$ cat src/rtl/parking_gate_arbiter.sv
// parking_gate_arbiter: arbitrates entry/exit0/exit1 gates onto one occupancy datapath.
// Define PARKING_EXIT_PRIORITY_EN for fixed exit0 > exit1 > entry priority instead of round-robin.
module parking_gate_arbiter #(
    parameter int FLOOR_CAP   = 500,
    parameter int OPEN_CYCLES = 8
) (
    input  logic       clk,
    input  logic       rst,
    input  logic       entry_req_i,
    input  logic       exit0_req_i,
    input  logic       exit1_req_i,
    output logic       entry_ack_o,
    output logic       exit0_ack_o,
    output logic       exit1_ack_o,
    output logic       deny_o,
    output logic [2:0] grant_o,
    output logic       gate_open_o,
    output logic [9:0] cars_o,
    output logic [9:0] available_o,
    output logic       floor0_o,
    output logic       floor1_o,
    output logic       full_o
);
    localparam int CW = $clog2(OPEN_CYCLES + 1);
    localparam logic [8:0] CAP = 9'(FLOOR_CAP);
    localparam logic [9:0] LOT = 10'(2 * FLOOR_CAP);

    typedef enum logic [2:0] {IDLE, GRANT, OPEN, COMMIT, REFUSE} state_t;

    state_t        state_q;
    logic [CW-1:0] cnt_q;
    logic [2:0]    req, cand, win_d, armed_q, ack_q;
    logic [8:0]    f0_q, f1_q, f0_d, f1_d;
    logic          valid_d;

    function automatic logic [2:0] pick(input logic [2:0] c, input logic [1:0] a, input logic [1:0] b, input logic [1:0] d);
        return c[a] ? 3'b001 << a : c[b] ? 3'b001 << b : c[d] ? 3'b001 << d : 3'b000;
    endfunction

    assign req  = {exit1_req_i, exit0_req_i, entry_req_i};
    assign cand = req & armed_q;

`ifdef PARKING_EXIT_PRIORITY_EN
    assign win_d = pick(cand, 2'd1, 2'd2, 2'd0);
`else
    logic [1:0] ptr_q;
    // ptr_q is the requester searched first; it moves past each winner, refused ones included
    assign win_d = ptr_q == 2'd0 ? pick(cand, 2'd0, 2'd1, 2'd2) :
                   ptr_q == 2'd1 ? pick(cand, 2'd1, 2'd2, 2'd0) : pick(cand, 2'd2, 2'd0, 2'd1);
`endif

    assign cars_o      = 10'(f0_q) + 10'(f1_q);
    assign available_o = LOT - cars_o;
    assign {exit1_ack_o, exit0_ack_o, entry_ack_o} = ack_q;

    always_comb begin
        valid_d = grant_o[0] ? cars_o != LOT : grant_o[1] ? f0_q != '0 : f1_q != '0;
        f0_d    = f0_q + 9'(grant_o[0] && f0_q < CAP) - 9'(grant_o[1]);
        f1_d    = f1_q + 9'(grant_o[0] && f0_q >= CAP) - 9'(grant_o[2]);
    end

    always_ff @(posedge clk or posedge rst) begin
        if (rst) begin
            state_q     <= IDLE;
            cnt_q       <= '0;
            grant_o     <= '0;
            gate_open_o <= 1'b0;
            ack_q       <= '0;
            deny_o      <= 1'b0;
            armed_q     <= '1;
            f0_q        <= '0;
            f1_q        <= '0;
            floor0_o    <= 1'b1;
            floor1_o    <= 1'b0;
            full_o      <= 1'b0;
`ifndef PARKING_EXIT_PRIORITY_EN
            ptr_q       <= 2'd0;
`endif
        end else begin
            ack_q   <= '0;
            deny_o  <= 1'b0;
            armed_q <= armed_q | ~req;
            case (state_q)
                IDLE: begin
                    if (|win_d) begin
                        grant_o <= win_d;
                        state_q <= GRANT;
`ifndef PARKING_EXIT_PRIORITY_EN
                        ptr_q   <= win_d[0] ? 2'd1 : win_d[1] ? 2'd2 : 2'd0;
`endif
                    end
                end
                GRANT: begin
                    if (valid_d) begin
                        state_q     <= OPEN;
                        gate_open_o <= 1'b1;
                        cnt_q       <= CW'(OPEN_CYCLES - 1);
                    end else begin
                        state_q <= REFUSE;
                        deny_o  <= 1'b1;
                        ack_q   <= grant_o;
                        grant_o <= '0;
                        armed_q <= (armed_q | ~req) & ~grant_o;
                    end
                end
                OPEN: begin
                    if (cnt_q == '0) begin
                        state_q     <= COMMIT;
                        gate_open_o <= 1'b0;
                        ack_q       <= grant_o;
                        grant_o     <= '0;
                        armed_q     <= (armed_q | ~req) & ~grant_o;
                        f0_q        <= f0_d;
                        f1_q        <= f1_d;
                        floor0_o    <= f0_d < CAP;
                        floor1_o    <= f0_d >= CAP && f1_d < CAP;
                        full_o      <= f0_d == CAP && f1_d == CAP;
                    end else begin
                        cnt_q <= cnt_q - 1'b1;
                    end
                end
                default: state_q <= IDLE;
            endcase
        end
    end
endmodule

$ cat config.mk
export PLATFORM = sky130hd
export DESIGN_NAME = parking_gate_arbiter
export DESIGN_NICKNAME = d
export VERILOG_FILES = /design/src/rtl/parking_gate_arbiter.sv
export SDC_FILE = /design/constraint.sdc
export NUM_CORES = 1
export LEC_CHECK = 0
export CAP_MARGIN = 20
export CORE_ASPECT_RATIO = 0.8
export CORE_MARGIN = 1.5
export CORE_UTILIZATION = 62
export CTS_CLUSTER_DIAMETER = 50
export DETAILED_ROUTE_END_ITERATION = 10
export GPL_ROUTABILITY_DRIVEN = 0
export PLACE_DENSITY_LB_ADDON = 0.1
export SETUP_SLACK_MARGIN = 0.15
export SKIP_LAST_GASP = 1
export SYNTH_ARGS = -nofsm -noshare
export SYNTH_HDL_FRONTEND = slang
export SYNTH_SLANG_ARGS = --single-unit
$ cat constraint.sdc
create_clock -name clk -period 7.24 [get_ports clk]
set_clock_uncertainty 0.15 [all_clocks]
set_input_delay 0.724 -clock clk [delete_from_list [all_inputs] [get_ports clk]]
set_output_delay 0.724 -clock clk [all_outputs]
set_load 0.1 [all_outputs]
run_1/cell_classes.png
Scale bar: 20 um.
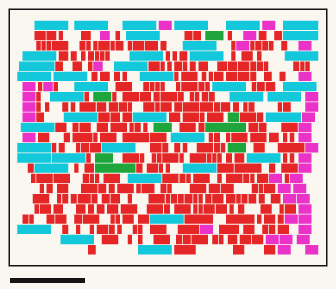
colour	class	cells
magenta	other buffers and delay cells	38
red	all other logic	326
green	clock drivers and dummy loads	8
cyan	flip-flops	41
final core utilization: 0.761
proportion of cell area occupied by registers: 0.269

run_1/wire_density.png
Scale bar: 20 um. 17 x 14 tiles, from dark purple (low) to yellow (high), scaled to the fullest tile. Values are wire area over tile area, all layers added.
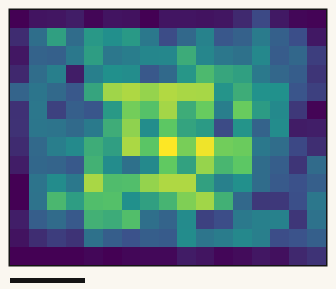
fullest tile	0.56
nearly empty tiles	6.7%
densest ninth of the die	centre
tiles over half the peak	28%
total global routing track utilization: 0.286
routed length per placed instance: 15.9 um
Total Routed Length: 7550 um
via count of the routed design: 2,817

==> metrics.yaml, run 1 <==
dominantRegCellSynth: "dfrtp_1"
length_of_routed_wiring_on_met1_um: 3600
totalNegativeSetupSlack_ps: 0
floorplan.die_area_sq_um: 5730
die_height_um: 68.0
netlist_top_cells_area: "dfrtp_1 (28%), ha_1 (16%), nand2_1 (5.8%)"
nonClockBufferCount: 38
dpl-instance-area_sq_um: 3700
outcome: "finished, final reports clean"
grt_first_pass_wirelength_um: 12700
synth.area.mux_share: 0.00305
worstPathBufferInverterCount: 1
dp_cells: 467
timing.rr.start: "f0_q[3]"
nets: 461
synth_async_sr_flop_share: 1.00
cts_tree: "yes"
post_cts_buffers: 0
worst_setup_path_start_kind: "flop"
core_region_area_sq_um: 5040
worst_path_dominant_cell_family: "buffers and inverters"
setup_ws_ps: 2340
io_buffers: 35
yosys.area_share.aoi: 0.186
ios: 36
xors_xnors_by_area: 0.0848
run_1/drive_strength.png
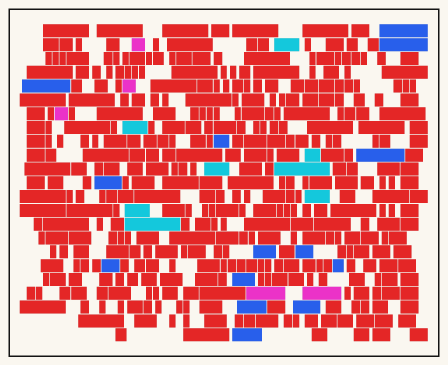
colour	size	cells	share
magenta	drive 3 to 4	5	1.2%
red	drive 1 or less	386	93%
blue	drive 2	14	3.4%
cyan	drive 6 and up	8	1.9%
Area Growth Syn to Fin: 17.0%
area of all placed cells without fillers: 3830 sq um

run_1/final_congestion.png
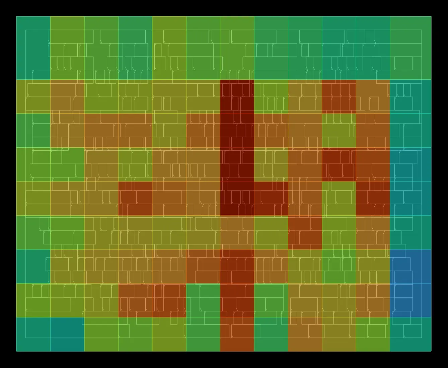
global-route track usage on met3: 0.0495
met2 track utilization from global routing: 0.477

run_1/port_nets.png
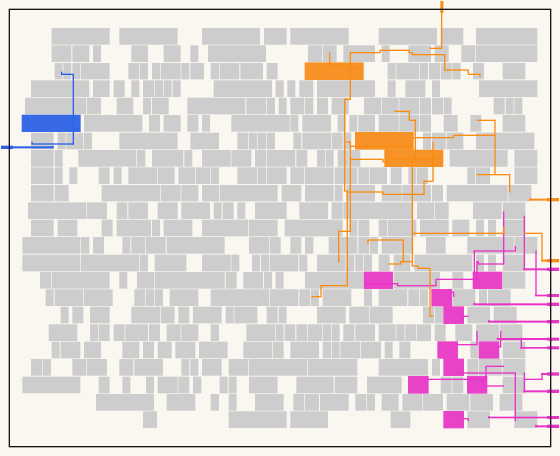

==> inputs of run 2 (changes only) <==
--- a/config.mk
+++ b/config.mk
@@ -8,7 +8,7 @@
 export CAP_MARGIN = 20
 export CORE_ASPECT_RATIO = 0.8
 export CORE_MARGIN = 1.5
-export CORE_UTILIZATION = 62
+export CORE_UTILIZATION = 52
 export CTS_CLUSTER_DIAMETER = 50
 export DETAILED_ROUTE_END_ITERATION = 10
 export GPL_ROUTABILITY_DRIVEN = 0
==> constraint.sdc (replaced) <==
create_clock -name clk -period 4.1 [get_ports clk]
set_clock_uncertainty 0.15 [all_clocks]
set_input_delay 0.41 -clock clk [delete_from_list [all_inputs] [get_ports clk]]
set_output_delay 0.41 -clock clk [all_outputs]
set_load 0.1 [all_outputs]
run_2/port_nets.png
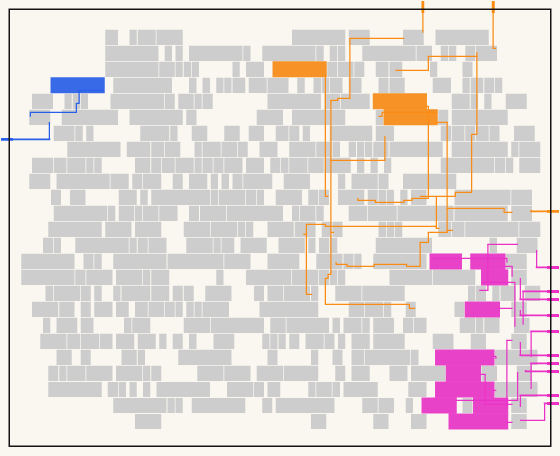
colour	port	direction	edge	end cells	buffers	wire
magenta	`available_o`	output	right	10	10	155 um
blue	`gate_open_o`	output	left	1	1	25.9 um
orange	`grant_o`	output	2 top, 1 right	3	5	314 um
port bufs: 35
number of top-level design ports: 36

==> run 2 against run 1 <==
Non-clock buffer count grew 5. Register-to-register slack got worse by 2700 ps. Setup slack got worse by 2100 ps. Synthesized cell count unchanged. Global-route usage down 5.3 points. Via count down 2.7%. Flip-flop count stayed put. Area after synthesis unchanged.
==> metrics.yaml, run 2 <==
routed_wl_um: 7670  # +1.6%
grt_use_met3: 0.0358  # -0.0137
xors_xnors_by_area: 0.0848  # unchanged
mostFrequentLayoutCell: "nand2_1"
finalHoldViolCount: 0
dominantRegCellSynth: "dfrtp_1"
rows: 25
final_util: 0.678  # -0.0840
grt_first_pass_wirelength_um: 12300  # -3.3%
length_of_routed_wiring_on_met1_um: 3790  # +5.5%
worst_setup_path_start_kind: "flop"
worstPathBufferInverterCount: 1  # unchanged
syn-instance-count: 373
netlist_top_cells_area: "dfrtp_1 (28%), ha_1 (16%), nand2_1 (5.8%)"
timing.rr.start: "f0_q[4]"
ys_sh_adder: 0.175
seq_area_frac: 0.255  # -0.0142
top_cells_by_count: "nand2_1 (51), ha_1 (41), dfrtp_1 (37), inv_1 (35), o21ai_0 (28)"
drt-pass1-iter-count: 4
synth.area.mux_share: 0.00305  # unchanged
grtUsageTotal: 0.233  # -0.0530
totalNegativeSetupSlack_ps: 0  # unchanged
dp_cells: 488  # +4.5%
routed_length_per_placed_instance_um: 15.4  # -3.1%
drive_gt1_frac: 0.175
floorplan.die_area_sq_um: 6790  # +18%
insertion_delay_ps: 300
die_height_um: 74  # +8.8%
core_region_area_sq_um: 6010  # +19%
placement.setup.worst_slack_ps: 165
grt_util_met2: 0.353  # -0.124
post_cts_buffers: 0  # unchanged
outcome: "finished, final reports clean"
ys_chip_area_sq_um: 3280
worst_path_dominant_cell_family: "adder cells"
synth.yosys.warnings: 0
synth_async_sr_flop_share: 1.00  # unchanged
vias_per_cell: 5.50
yosys.area_share.aoi: 0.186  # unchanged
dr_total_vias: 2741  # -2.7%
cts_tree: "yes"
nets: 466  # +1.1%
dpl-instance-area_sq_um: 3910  # +5.8%
run_2/drive_strength.png
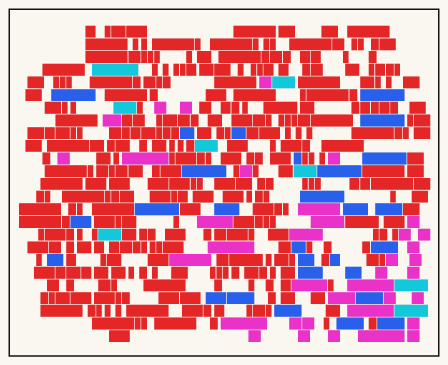
colour	size	cells	share
magenta	drive 3 to 4	37	8.9%
cyan	drive 6 and up	8	1.9%
red	drive 1 or less	344	82%
blue	drive 2	28	6.7%
area of all placed cells without fillers: 4070 sq um
setup ws final: 285 ps
Non-clk bufs: 43
Area Growth Syn to Fin: 24.2%

run_2/cell_classes.png
Scale bar: 20 um.
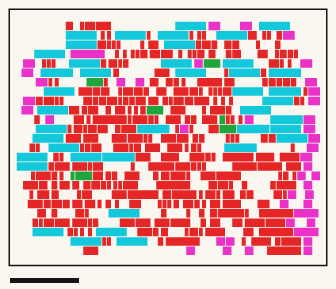

==> inputs of run 3 (changes only) <==
--- a/config.mk
+++ b/config.mk
@@ -5,9 +5,7 @@
 export SDC_FILE = /design/constraint.sdc
 export NUM_CORES = 1
 export LEC_CHECK = 0
-export CAP_MARGIN = 20
 export CORE_ASPECT_RATIO = 0.8
-export CORE_MARGIN = 1.5
 export CORE_UTILIZATION = 52
 export CTS_CLUSTER_DIAMETER = 50
 export DETAILED_ROUTE_END_ITERATION = 10
@@ -18,3 +16,4 @@
 export SYNTH_ARGS = -nofsm -noshare
 export SYNTH_HDL_FRONTEND = slang
 export SYNTH_SLANG_ARGS = --single-unit
+export TNS_END_PERCENT = 100
run_3/cell_classes.png
Scale bar: 20 um.
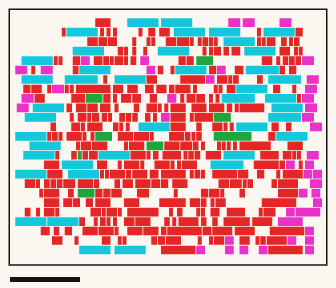
colour	class	cells
cyan	flip-flops	41
green	clock drivers and dummy loads	8
red	all other logic	326
magenta	other buffers and delay cells	43
area of all placed cells without fillers: 4090 sq um
proportion of cell area occupied by registers: 0.253
area of the core: 6010 sq um
final core utilization: 0.681

==> run 3 against run 2 <==
Synthesized cell count did not move. Sequential share of layout area down 0.18 points. Critical endpoint unchanged. Die area down 2.4%. Global-route usage grew 1.5 points. Register-to-register slack improved by 40 ps. Worst hold slack improved by 100 ps. Final area up 0.46%. Maximum frequency grew 0.69%. Utilization up 0.31 points.
==> metrics.yaml, run 3 <==
worst_path_dominant_cell_family: "adder cells"
grt_util_met2: 0.379  # +0.0256
dr_total_vias: 2768  # +0.99%
drt-pass1-iter-count: 4  # unchanged
outcome: "finished, final reports clean"
dominantRegCellSynth: "dfrtp_1"
timing.rr.start: "f0_q[3]"
yosys.area_share.aoi: 0.186  # unchanged
length_of_routed_wiring_on_met1_um: 3930  # +3.5%
ys_sh_adder: 0.175  # unchanged
nonClockBufferCount: 43  # unchanged
cts_tree: "yes"
insertion_delay_ps: 300  # about the same
xors_xnors_by_area: 0.0848  # unchanged
floorplan.die_area_sq_um: 6630  # -2.4%
mostFrequentLayoutCell: "nand2_1"
synth_async_sr_flop_share: 1.00  # unchanged
dp_cells: 488  # unchanged
post_cts_buffers: 0  # unchanged
worst_setup_path_start_kind: "flop"
run_3/drive_strength.png
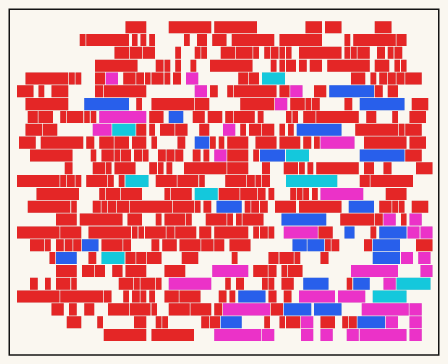
colour	size	cells	share
magenta	drive 3 to 4	38	9.1%
red	drive 1 or less	345	83%
cyan	drive 6 and up	9	2.2%
blue	drive 2	26	6.2%
Area Growth Syn to Fin: 24.7%
setup ws final: 311 ps

